## config.mk

```make
export PLATFORM = sky130hd
export DESIGN_NAME = sa_buffer_loader
export DESIGN_NICKNAME = d
export VERILOG_FILES = /design/src/rtl/sa_buffer_loader.sv
export SDC_FILE = /design/constraint.sdc
export NUM_CORES = 1
export LEC_CHECK = 0
export CORE_ASPECT_RATIO = 1.4
export CORE_MARGIN = 5
export CORE_UTILIZATION = 47
export DETAILED_ROUTE_END_ITERATION = 10
export HOLD_SLACK_MARGIN = 0.05
export MAX_ROUTING_LAYER = met4
export PLACE_DENSITY = 0.88
export SYNTH_ARGS = -nofsm -noshare
export SYNTH_HDL_FRONTEND = slang
export SYNTH_SLANG_ARGS = --single-unit
```

## constraint.sdc

```tcl
create_clock -name clk -period 1.8 [get_ports clk]
set_input_delay 0.27 -clock clk [delete_from_list [all_inputs] [get_ports clk]]
set_output_delay 0.27 -clock clk [all_outputs]
set_load 0.01 [all_outputs]
```

## src/rtl/sa_buffer_loader.sv

```systemverilog
// Packs a scalar element stream into NUM_ROW- or NUM_COL-lane words and writes them
// to consecutive addresses of the left or top systolic-array buffer.
module sa_buffer_loader #(
    parameter int NUM_ROW              = 4,
    parameter int NUM_COL              = 4,
    parameter int DATA_WIDTH           = 8,
    parameter int LOG2_SRAM_BANK_DEPTH = 5
) (
    input  logic                                  clk,
    input  logic                                  rst_n,
    input  logic                                  i_start,
    input  logic                                  i_sel,
    input  logic [LOG2_SRAM_BANK_DEPTH-1:0]       i_base_addr,
    input  logic [LOG2_SRAM_BANK_DEPTH-1:0]       i_num_words,
    input  logic                                  s_valid,
    output logic                                  s_ready,
    input  logic [DATA_WIDTH-1:0]                 s_data,
    output logic                                  o_left_wr_en,
    output logic [LOG2_SRAM_BANK_DEPTH-1:0]       o_left_wr_addr,
    output logic [NUM_ROW*DATA_WIDTH-1:0]         o_left_wr_data,
    output logic                                  o_top_wr_en,
    output logic [LOG2_SRAM_BANK_DEPTH-1:0]       o_top_wr_addr,
    output logic [NUM_COL*DATA_WIDTH-1:0]         o_top_wr_data,
    output logic                                  o_busy,
    output logic                                  o_done,
    output logic [LOG2_SRAM_BANK_DEPTH-1:0]       o_end_addr
);

    localparam int AW   = LOG2_SRAM_BANK_DEPTH;
    localparam int MAXL = (NUM_ROW > NUM_COL) ? NUM_ROW : NUM_COL;
    localparam int LW   = (MAXL > 1) ? $clog2(MAXL) : 1;
    localparam int PW   = MAXL * DATA_WIDTH;

    typedef enum logic [1:0] {IDLE, LOAD, DONE} state_t;

    state_t          state;
    logic            sel;
    logic [AW-1:0]   addr;
    logic [AW-1:0]   words_left;
    logic [LW-1:0]   lane;
    logic [PW-1:0]   pack;

    logic [LW-1:0]   last_lane;
    logic [PW-1:0]   word;
    logic            hs;

    always_comb begin
        last_lane = sel ? LW'(NUM_COL - 1) : LW'(NUM_ROW - 1);
        word      = pack;
        word[lane*DATA_WIDTH +: DATA_WIDTH] = s_data;
        hs        = s_ready && s_valid;
    end

    always_ff @(posedge clk or negedge rst_n) begin
        if (!rst_n) begin
            state          <= IDLE;
            sel            <= 1'b0;
            addr           <= '0;
            words_left     <= '0;
            lane           <= '0;
            pack           <= '0;
            s_ready        <= 1'b0;
            o_left_wr_en   <= 1'b0;
            o_left_wr_addr <= '0;
            o_left_wr_data <= '0;
            o_top_wr_en    <= 1'b0;
            o_top_wr_addr  <= '0;
            o_top_wr_data  <= '0;
            o_busy         <= 1'b0;
            o_done         <= 1'b0;
            o_end_addr     <= '0;
        end else begin
            o_left_wr_en <= 1'b0;
            o_top_wr_en  <= 1'b0;
            case (state)
                IDLE: begin
                    if (i_start) begin
                        sel        <= i_sel;
                        addr       <= i_base_addr;
                        words_left <= i_num_words;
                        lane       <= '0;
                        o_busy     <= 1'b1;
                        if (i_num_words == '0) begin
                            state      <= DONE;
                            o_done     <= 1'b1;
                            o_end_addr <= i_base_addr - AW'(1);
                        end else begin
                            state   <= LOAD;
                            s_ready <= 1'b1;
                        end
                    end
                end
                LOAD: begin
                    // s_ready low in LOAD marks the cycle in which the final word is being written
                    if (!s_ready) begin
                        state      <= DONE;
                        o_done     <= 1'b1;
                        o_end_addr <= addr - AW'(1);
                    end else if (hs) begin
                        pack <= word;
                        if (lane == last_lane) begin
                            lane       <= '0;
                            addr       <= addr + AW'(1);
                            words_left <= words_left - AW'(1);
                            if (sel) begin
                                o_top_wr_en   <= 1'b1;
                                o_top_wr_addr <= addr;
                                o_top_wr_data <= word[NUM_COL*DATA_WIDTH-1:0];
                            end else begin
                                o_left_wr_en   <= 1'b1;
                                o_left_wr_addr <= addr;
                                o_left_wr_data <= word[NUM_ROW*DATA_WIDTH-1:0];
                            end
                            if (words_left == AW'(1)) s_ready <= 1'b0;
                        end else begin
                            lane <= lane + LW'(1);
                        end
                    end
                end
                DONE: begin
                    state  <= IDLE;
                    o_done <= 1'b0;
                    o_busy <= 1'b0;
                end
                default: state <= IDLE;
            endcase
        end
    end

endmodule
```

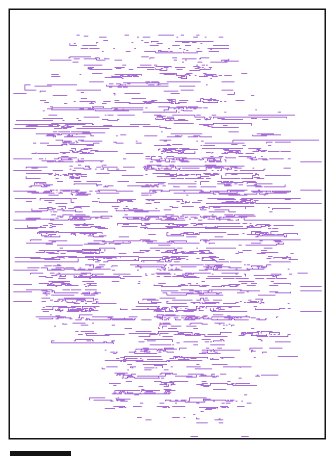
(run_1/layer_met1.png)
The bar under the picture is 20 um long.
wire length on this layer	5,550 um
nets with wire on the layer	656
longest straight run	29.9 um
share of all routed wire	37%
main direction	horizontal

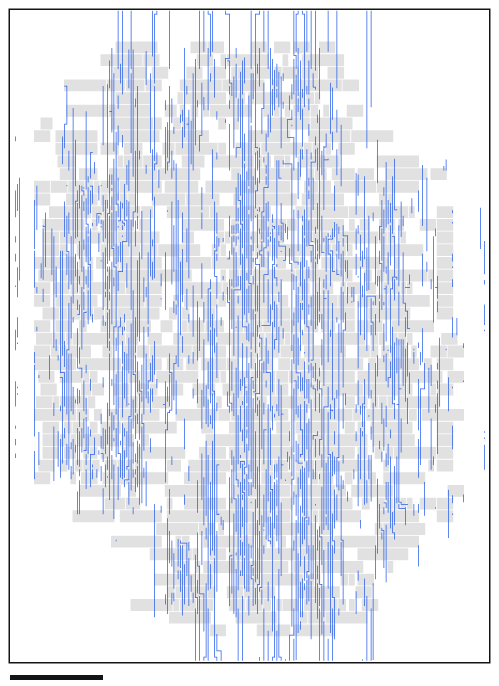
(run_1/layer_met2.png)
The bar under the picture is 20 um long. Cells faint in the background.
nets with wire on the layer	656
share of all routed wire	54%
longest straight run	41.8 um

==> flow_metrics.rpt, run 1 <==
PHYSICAL IMPLEMENTATION REPORT
----------------------------------------------------
[Worst setup path]
  Worst stage delay on the critical path ........................ 390 ps
  Startpoint type of the worst setup path ........................ register
  Classification of the worst setup path ........................ reg -> reg
  Reg2reg end ........................ pack[29]
  R2r setup slk ........................ -10 ps
  CP delay by family, top ........................ simple AND/OR/NAND/NOR gates
  Library cell contributing the largest single delay on the critical path ........................ nor3_1
  Type of element capturing the critical path ........................ register
  Critical register-to-register path startpoint ........................ lane[0]
  Crit path buf inv count ........................ 1
  CP cell instances ........................ inv_2 -> ha_4 -> nor2_1 -> nand3_1 -> nor3_1 -> a22o_1
  Data required, critical path ........................ 2140 ps
  Worst-path fanout max ........................ 5

[Run]
  Max-cap viol count ........................ 0

[Placed design]
  Count of placed standard cells including taps ........................ 820
  Worst slack after detailed placement ........................ -68.0 ps
  Detailed Place HPWL ........................ 10,500 um
  Area after detailed placement ........................ 7160 um2
  Port-buffer cells ........................ 106

[Final timing]
  Final hold violation count ........................ 0
  Final worst setup slack ........................ -13.0 ps
  Fin Setup TNS ........................ -13.0 ps
  Worst relative slew slack ........................ 66.6%
  Worst Hold Margin ........................ 283 ps
  Highest clock frequency the design can meet ........................ 0.552 GHz
  Least-Margin Pin Slew ........................ 499 ps
  Pins over their slew limit ........................ 0
  Endpoints failing setup ........................ 1
  Setup clock skew after layout ........................ 10.8 ps

[Final layout]
  Layout Utilization ........................ 66.2%
  Leading cell types in the layout, fill and taps excluded ........................ dfrtp_1, clkdlybuf4s50_1, nand2_1, o21ai_0, buf_4
  Post-route standard cell area excluding fillers ........................ 7830 um2
  Final net count ........................ 728
  Area of combinational cells with multiple inputs ........................ 2240 um2
  Antenna cell count ........................ 0
  Final cell count without fillers ........................ 854
  Seq. cell area ........................ 3280 um2
  Leading cell type in the layout, fill and taps excluded ........................ dfrtp_1

[Yosys]
  Number of synthesized flops with an enable pin ........................ 0
  Post-synthesis sequential area ratio ........................ 57.8%
  Distinct lib cells used ........................ 45
  Count of state elements after synthesis ........................ 131
  Most instantiated flip-flop cell in the synthesis netlist ........................ dfrtp_1
  Cell area after synthesis ........................ 5670 um2
  Number of standard cells after synthesis ........................ 560
  Area figure in the yosys stat output ........................ 5670 um2
  Synth Net Count ........................ 593
  Post-synthesis average cell area ........................ 10.1 um2

[Die]
  Die Footprint ........................ 14,400 um2
  Core Area ........................ 11,800 um2
  Vert. Die Dim ........................ 140 um
  Count of standard-cell rows ........................ 47
  Core utilization before placement ........................ 48.0%

[Clock tree]
  Clock tree from TritonCTS ........................ built
  Clock sink total ........................ 131
  Level count of the clock H-tree ........................ 4
  Clock latency on the worst-skew pair ........................ 410 ps
  Master cell of the clock root buffer ........................ clkbuf_16
  CTS clk-pin slew, worst paths ........................ 60 ps
  Max clock buf depth ........................ 2
  Clock buffer count from CTS ........................ 17

[Status]
  Result of the run ........................ finished, violations left
  Failing checks ........................ setup timing

[GRT]
  Pin count of the biggest net entering global routing ........................ 49
  First-pass GRT wire length ........................ 24,700 um
  Grt ovf ........................ 0

[Power and ir drop]
  Overall power consumption ........................ 11.7 mW
  Highest ir drop seen on vdd ........................ 0.924 mV
  Power density relative to cell area ........................ 1490 nW/um2

[Detailed routing]
  Count of unresolved DRC violations after routing ........................ 0
  Count of antenna-violating nets left after detailed routing ........................ 0
  Via count normalized by instance count ........................ 5.68
  Count of routing violations after the opening detailed-route iteration ........................ 323
  WL per Instance ........................ 17.6 um
  Count of vias placed by the detailed router ........................ 4,850

[Worst hold path]
  Hold WC Path Type ........................ in -> async

----------------------------------------------------
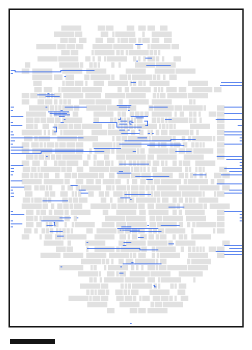
(run_1/layer_met3.png)
The bar under the picture is 20 um long. Cells faint in the background.
nets with wire on the layer	103
longest straight run	32.0 um
wire length on this layer	861 um
share of all routed wire	5.7%

[run 1: layer usage]
| metal | track usage, % | up-vias | wire length [um] |
|---|---|---|---|
| li1 | - | 2228 | - |
| met1 | 25.3 | 2372 | 5550 |
| met2 | 37.9 | 201 | 8090 |
| met3 | 4.63 | 49 | 861 |
| met4 | 9.35 | 0 | 540 |
| met5 | - | - | 0 |
[run 1: synthesized netlist by cell type (all sizes together), types with 2 or more instances]
library cell | number | area share [%]
o22ai | 2 | 0.22
ha | 10 | 2.2
nand3 | 7 | 0.71
and2 | 3 | 0.33
nor3 | 7 | 0.62
clkbuf | 27 | 1.8
a22o | 20 | 3.1
a31oi | 9 | 0.99
o31ai | 5 | 0.66
o21ai | 91 | 8.0
nand2 | 103 | 6.8
nand2b | 5 | 0.55
a21oi | 30 | 2.6
buf | 12 | 1.1
mux2 | 13 | 2.6
inv | 12 | 0.79
a21o | 2 | 0.26
dfrtp | 131 | 58
mux2i | 5 | 0.88
nor2 | 10 | 0.66
and3b | 2 | 0.31
and3 | 8 | 0.88
nor2b | 17 | 1.9
a22oi | 6 | 0.79
a32oi | 7 | 1.1
[run 1: worst register-to-register path: cells and delay by family (launching register included)]
kind / cells / cell delay (ps)
DFF: 1 / 380
AOI/OAI and AO/OA: 1 / 230
adders and majority gates: 1 / 240
and+or+nand+nor: 3 / 770
buffers and inverters: 1 / 120
[run 1: cell families after synthesis]
logic type / Yosys count / share of synthesized area [%]
buf+inv: 52 / 3.77
fa+ha+maj: 10 / 2.21
simple gates: 170 / 13.9
compound gates: 178 / 18.7
flops: 131 / 57.8
xor+xnor: 1 / 0.155
mux: 18 / 3.47
[run 1: what timing repair did]
action / 4_1_cts / 5_1_grt
hold buffers: 1 / 0
cloned: 0 / 1
resized: 5 / 19
endpoints found under the hold margin: 50 / 0
buffers inserted: 0 / 1
pin swaps: 0 / 1
setup endpoints to repair: 39 / 73
[run 1: sequential cells by signal, indices dropped and copies added (netlist names), 2 cells and up]
name / flops
addr: 5
lane: 2
o_end_addr: 5
o_left_wr_addr: 5
o_left_wr_data: 32
o_top_wr_addr: 5
o_top_wr_data: 32
pack: 32
state: 2
words_left: 5
[run 1: area by class of cell]
class	instances	share of cell area [%]
clock buffer	23	6.11
clock inverter	8	1.29
inverter	13	0.623
multi-input combinational	377	28.6
sequential	131	41.9
tap	147	2.35
timing repair buffer	155	19.1
[run 1: how the worst max path moves through the flow]
stage | end | start | cells after the start | slack [ps]
after floorplan | o_left_wr_data[5] | lane[0] | 6 | -2
after global placement | o_left_wr_addr[3] | s_valid | 5 | -6
after detailed placement | o_top_wr_data[29] | lane[0] | 6 | -70
after CTS | o_top_wr_data[14] | lane[1] | 6 | 10
after global routing | pack[29] | lane[0] | 6 | -60
final | pack[29] | lane[0] | 6 | -10
[run 1: power by group]
part / total (mW) / switching (mW) / internal [mW] / leakage (nW)
Sequential: 4.07 / 0.448 / 3.63 / 1.77
Clock: 3.37 / 1.23 / 2.14 / 0.276
Combinational: 4.24 / 2.19 / 2.05 / 1.43
## Run 2: what changed since run 1
--- a/config.mk
+++ b/config.mk
@@ -5,6 +5,7 @@
 export SDC_FILE = /design/constraint.sdc
 export NUM_CORES = 1
 export LEC_CHECK = 0
+export CAP_MARGIN = 40
 export CORE_ASPECT_RATIO = 1.4
 export CORE_MARGIN = 5
 export CORE_UTILIZATION = 47
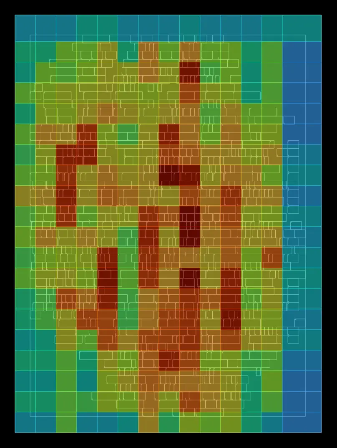
(run_2/congestion.png)
global-route track usage on met2: 37.9%
fraction of met1 tracks used by global routing: 25.3%
total global-route track usage: 22.3%
WL per Instance: 17.6 um
met3 track demand over resource: 4.63%

==> run 2 against run 1 <==
The flow still finishes with violations (setup timing). Combinational power is essentially flat. Total power is the same. Non-clock buffer count is the same. Largest power group unchanged.
==> flow_metrics.rpt, run 2 <==
PHYSICAL IMPLEMENTATION REPORT
----------------------------------------------------
[Worst hold path]
  Hold WC Path Type ........................ in -> async

[Final timing]
  Endpoints failing setup ........................ 1 (unchanged)
  Final worst setup slack ........................ -13.0 ps (unchanged)
  Setup clock skew after layout ........................ 10.8 ps (unchanged)
  Pins over their slew limit ........................ 0 (unchanged)
  Worst relative slew slack ........................ 66.6% (unchanged)
  Least-Margin Pin Slew ........................ 499 ps (unchanged)
  Fin Setup TNS ........................ -13.0 ps (unchanged)
  Period utilisation layout ........................ 101%
  Min Clock Period, post-route ........................ 1810 ps
  Final hold violation count ........................ 0 (unchanged)
  Highest clock frequency the design can meet ........................ 0.552 GHz (unchanged)

[Clock tree]
  Clock buffer count from CTS ........................ 17 (unchanged)
  Level count of the clock H-tree ........................ 4 (unchanged)
  Master cell of the clock root buffer ........................ clkbuf_16
  Max clock buf depth ........................ 2 (unchanged)
  Clock latency on the worst-skew pair ........................ 410 ps (about the same)
  CTS clk-pin slew, worst paths ........................ 60 ps (about the same)
  Clock sink total ........................ 131 (unchanged)
  Clock tree from TritonCTS ........................ built

[Yosys]
  Top cells by area in the synthesized netlist ........................ dfrtp_1, o21ai_0, nand2_1
  Count of state elements after synthesis ........................ 131 (unchanged)
  Area leader, netlist ........................ dfrtp_1
  Proportion of netlist area held by the largest area contributor ........................ 57.8% (unchanged)
  Total number of yosys warnings ........................ 0
  Area figure in the yosys stat output ........................ 5670 um2 (unchanged)
  Number of standard cells after synthesis ........................ 560 (unchanged)
  Most instantiated flip-flop cell in the synthesis netlist ........................ dfrtp_1
  Synth Net Count ........................ 593 (unchanged)
  Cell area after synthesis ........................ 5670 um2 (unchanged)
  Post-synthesis sequential area ratio ........................ 57.8% (unchanged)
  Top post-synthesis cells by count ........................ dfrtp_1, nand2_1, o21ai_0, a21oi_1, clkbuf_1
  Post-synthesis average cell area ........................ 10.1 um2 (unchanged)
  Cell total in the yosys stat output ........................ 560
  Post-synthesis cell type with the largest instance count ........................ dfrtp_1
  Distinct lib cells used ........................ 45 (unchanged)
  Number of synthesized flops with an enable pin ........................ 0 (unchanged)

[Worst setup path]
  Critical register-to-register path startpoint ........................ lane[0]
  Classification of the worst setup path ........................ reg -> reg
  Worst-path fanout max ........................ 5 (unchanged)
  R2r setup slk ........................ -10 ps (about the same)
  Startpoint type of the worst setup path ........................ register
  Type of element capturing the critical path ........................ register
  Arrival @ worst endpoint ........................ 2150 ps
  Data required, critical path ........................ 2140 ps (about the same)
  Reg2reg end ........................ pack[29]

[Power and ir drop]
  Highest ir drop seen on vdd ........................ 0.924 mV (unchanged)
  Power share of the combinational group ........................ 36.3% (about the same)
  Total leakage power ........................ 3.48 nW
  Overall power consumption ........................ 11.7 mW (unchanged)
  Power share of the sequential group ........................ 34.9% (about the same)
  Power density relative to cell area ........................ 1490 nW/um2 (unchanged)
  Switching share of power ........................ 33.1% (unchanged)
  Clock group share of total power ........................ 28.8% (about the same)
  Internal portion of total power ........................ 7.82 mW (unchanged)
  NetSw ........................ 3.86 mW (unchanged)

[Placed design]
  Count of placed standard cells including taps ........................ 820 (unchanged)
  Detailed Place HPWL ........................ 10,500 um (unchanged)
  Port-buffer cells ........................ 106 (unchanged)
  Final GP Congestion ........................ 0.861

[Detailed routing]
  Via count normalized by instance count ........................ 5.68 (unchanged)
  Count of unresolved DRC violations after routing ........................ 0 (unchanged)
  Count of TritonRoute iterations in the first routing pass ........................ 6
  Count of vias placed by the detailed router ........................ 4,850 (unchanged)
  Count of routing violations after the opening detailed-route iteration ........................ 323 (unchanged)
  Total detailed-routing wirelength ........................ 15,000 um
  Count of antenna-violating nets left after detailed routing ........................ 0 (unchanged)

[Final layout]
  Leading cell types in the layout, fill and taps excluded ........................ dfrtp_1, clkdlybuf4s50_1, nand2_1, o21ai_0, buf_4
  Final cell count without fillers ........................ 854 (unchanged)
  Leading cell type in the layout, fill and taps excluded ........................ dfrtp_1
  Registers with the most flip-flops ........................ o_left_wr_data: 32 flops, o_top_wr_data: 32 flops, pack: 32 flops
  Layout overhead on the synthesized area ........................ 38.1%
  Final net count ........................ 728 (unchanged)
  Antenna cell count ........................ 0 (unchanged)

[GRT]
  First-pass GRT wire length ........................ 24,700 um (unchanged)
  Pin count of the biggest net entering global routing ........................ 49 (unchanged)
  Grt ovf ........................ 0 (unchanged)
  Number of antenna violations at the first check in global routing ........................ 0
  Via count of the first global-routing pass ........................ 5,010

[Die]
  Die Footprint ........................ 14,400 um2 (unchanged)
  Boundary Pins ........................ 107
  Vert. Die Dim ........................ 140 um (unchanged)
  Core Area ........................ 11,800 um2 (unchanged)
  Die x size ........................ 103 um
  Count of standard-cell rows ........................ 47 (unchanged)
  Core utilization before placement ........................ 48.0% (unchanged)

[Status]
  Failing checks ........................ setup timing
  Result of the run ........................ finished, violations left

[Run]
  Max-cap viol count ........................ 0 (unchanged)
  Log Warnings ........................ 33

----------------------------------------------------
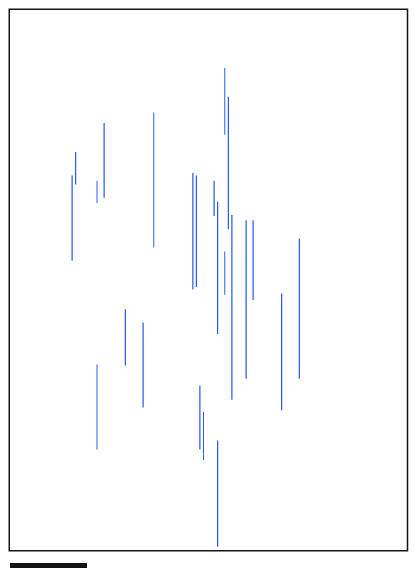
(run_2/layer_met4.png)
The bar under the picture is 20 um long.
nets with wire on the layer	20
wire length on this layer	541 um

-- run 2: cell counts in the layout (fill, tap and decap cells not counted) --
Identical to the previous run, type by type.
-- run 2: through the flow --
step | cell area [um2] | hold slack (ps) | util [%] | setup WS [ps]
2_1_floorplan | 5690 | -25.6 | - | -1.71
6_report | 7830 | 283 | 66.2 | -13.0
5_1_grt | 7830 | 299 | 66.2 | -59.9
4_1_cts | 7760 | 268 | 65.6 | 14.2
3_5_place_dp | 7160 | 165 | 60.6 | -68.0
3_3_place_gp | 7160 | 161 | 60.6 | -5.87
-- run 2: power groups by stage --
stage          clock network [mW]  registers, mW  logic [mW]
2_1_floorplan                   0           4.20        2.02
3_3_place_gp                    0           4.06        3.78
3_5_place_dp                    0           4.10        3.98
4_1_cts                      3.41           4.06        4.05
5_1_grt                      3.56           4.16        4.63
6_report                     3.37           4.07        4.24
-- run 2: worst max-delay path, cell delays in order (launching register included) --
cell	delay [ps]
dfrtp_1	380
inv_2	120
ha_4	230
nor2_1	240
nand3_1	140
nor3_1	390
a22o_1	230
-- run 2: layout make-up --
class | instances | area [um2]
fillers | 869 | 3990
well taps | 147 | 184
multi-input cells | 377 | 2240
inverters | 13 | 48.8
repair buffers | 155 | 1500
clock buffers | 23 | 478
flip-flops and latches | 131 | 3280
clock inverters | 8 | 101
-- run 2: how the worst max path moves through the flow --
stage / from / endpoint
after floorplan: lane[0] / o_left_wr_data[5]
after global placement: s_valid / o_left_wr_addr[3]
after detailed placement: lane[0] / o_top_wr_data[29]
after CTS: lane[1] / o_top_wr_data[14]
after global routing: lane[0] / pack[29]
final: lane[0] / pack[29]
-- run 2: cells by family after synthesis --
kind of cell | after synthesis | synth area share (%)
AND/OR/NAND/NOR | 170 | 13.9
adder cells (fa/ha/maj) | 10 | 2.21
buffers and inverters | 52 | 3.77
AND-OR/OR-AND | 178 | 18.7
flip-flops | 131 | 57.8
multiplexers | 18 | 3.47
XOR/XNOR | 1 | 0.155
-- run 2: timing repair --
item,4_1_cts,5_1_grt
gates resized,5,19
buffers inserted,0,1
gates cloned,0,1
setup endpoints to repair,39,73
pin swaps,0,1
endpoints found under the hold margin,50,0
hold buffers,1,0
-- run 2: metal layers --
layer | global-route usage (%) | routed length (um)
met4 | 9.35 | 540
met3 | 4.63 | 861
met2 | 37.9 | 8090
met1 | 25.3 | 5550
met5 | - | 0
Power and IR drop assume default switching activity.
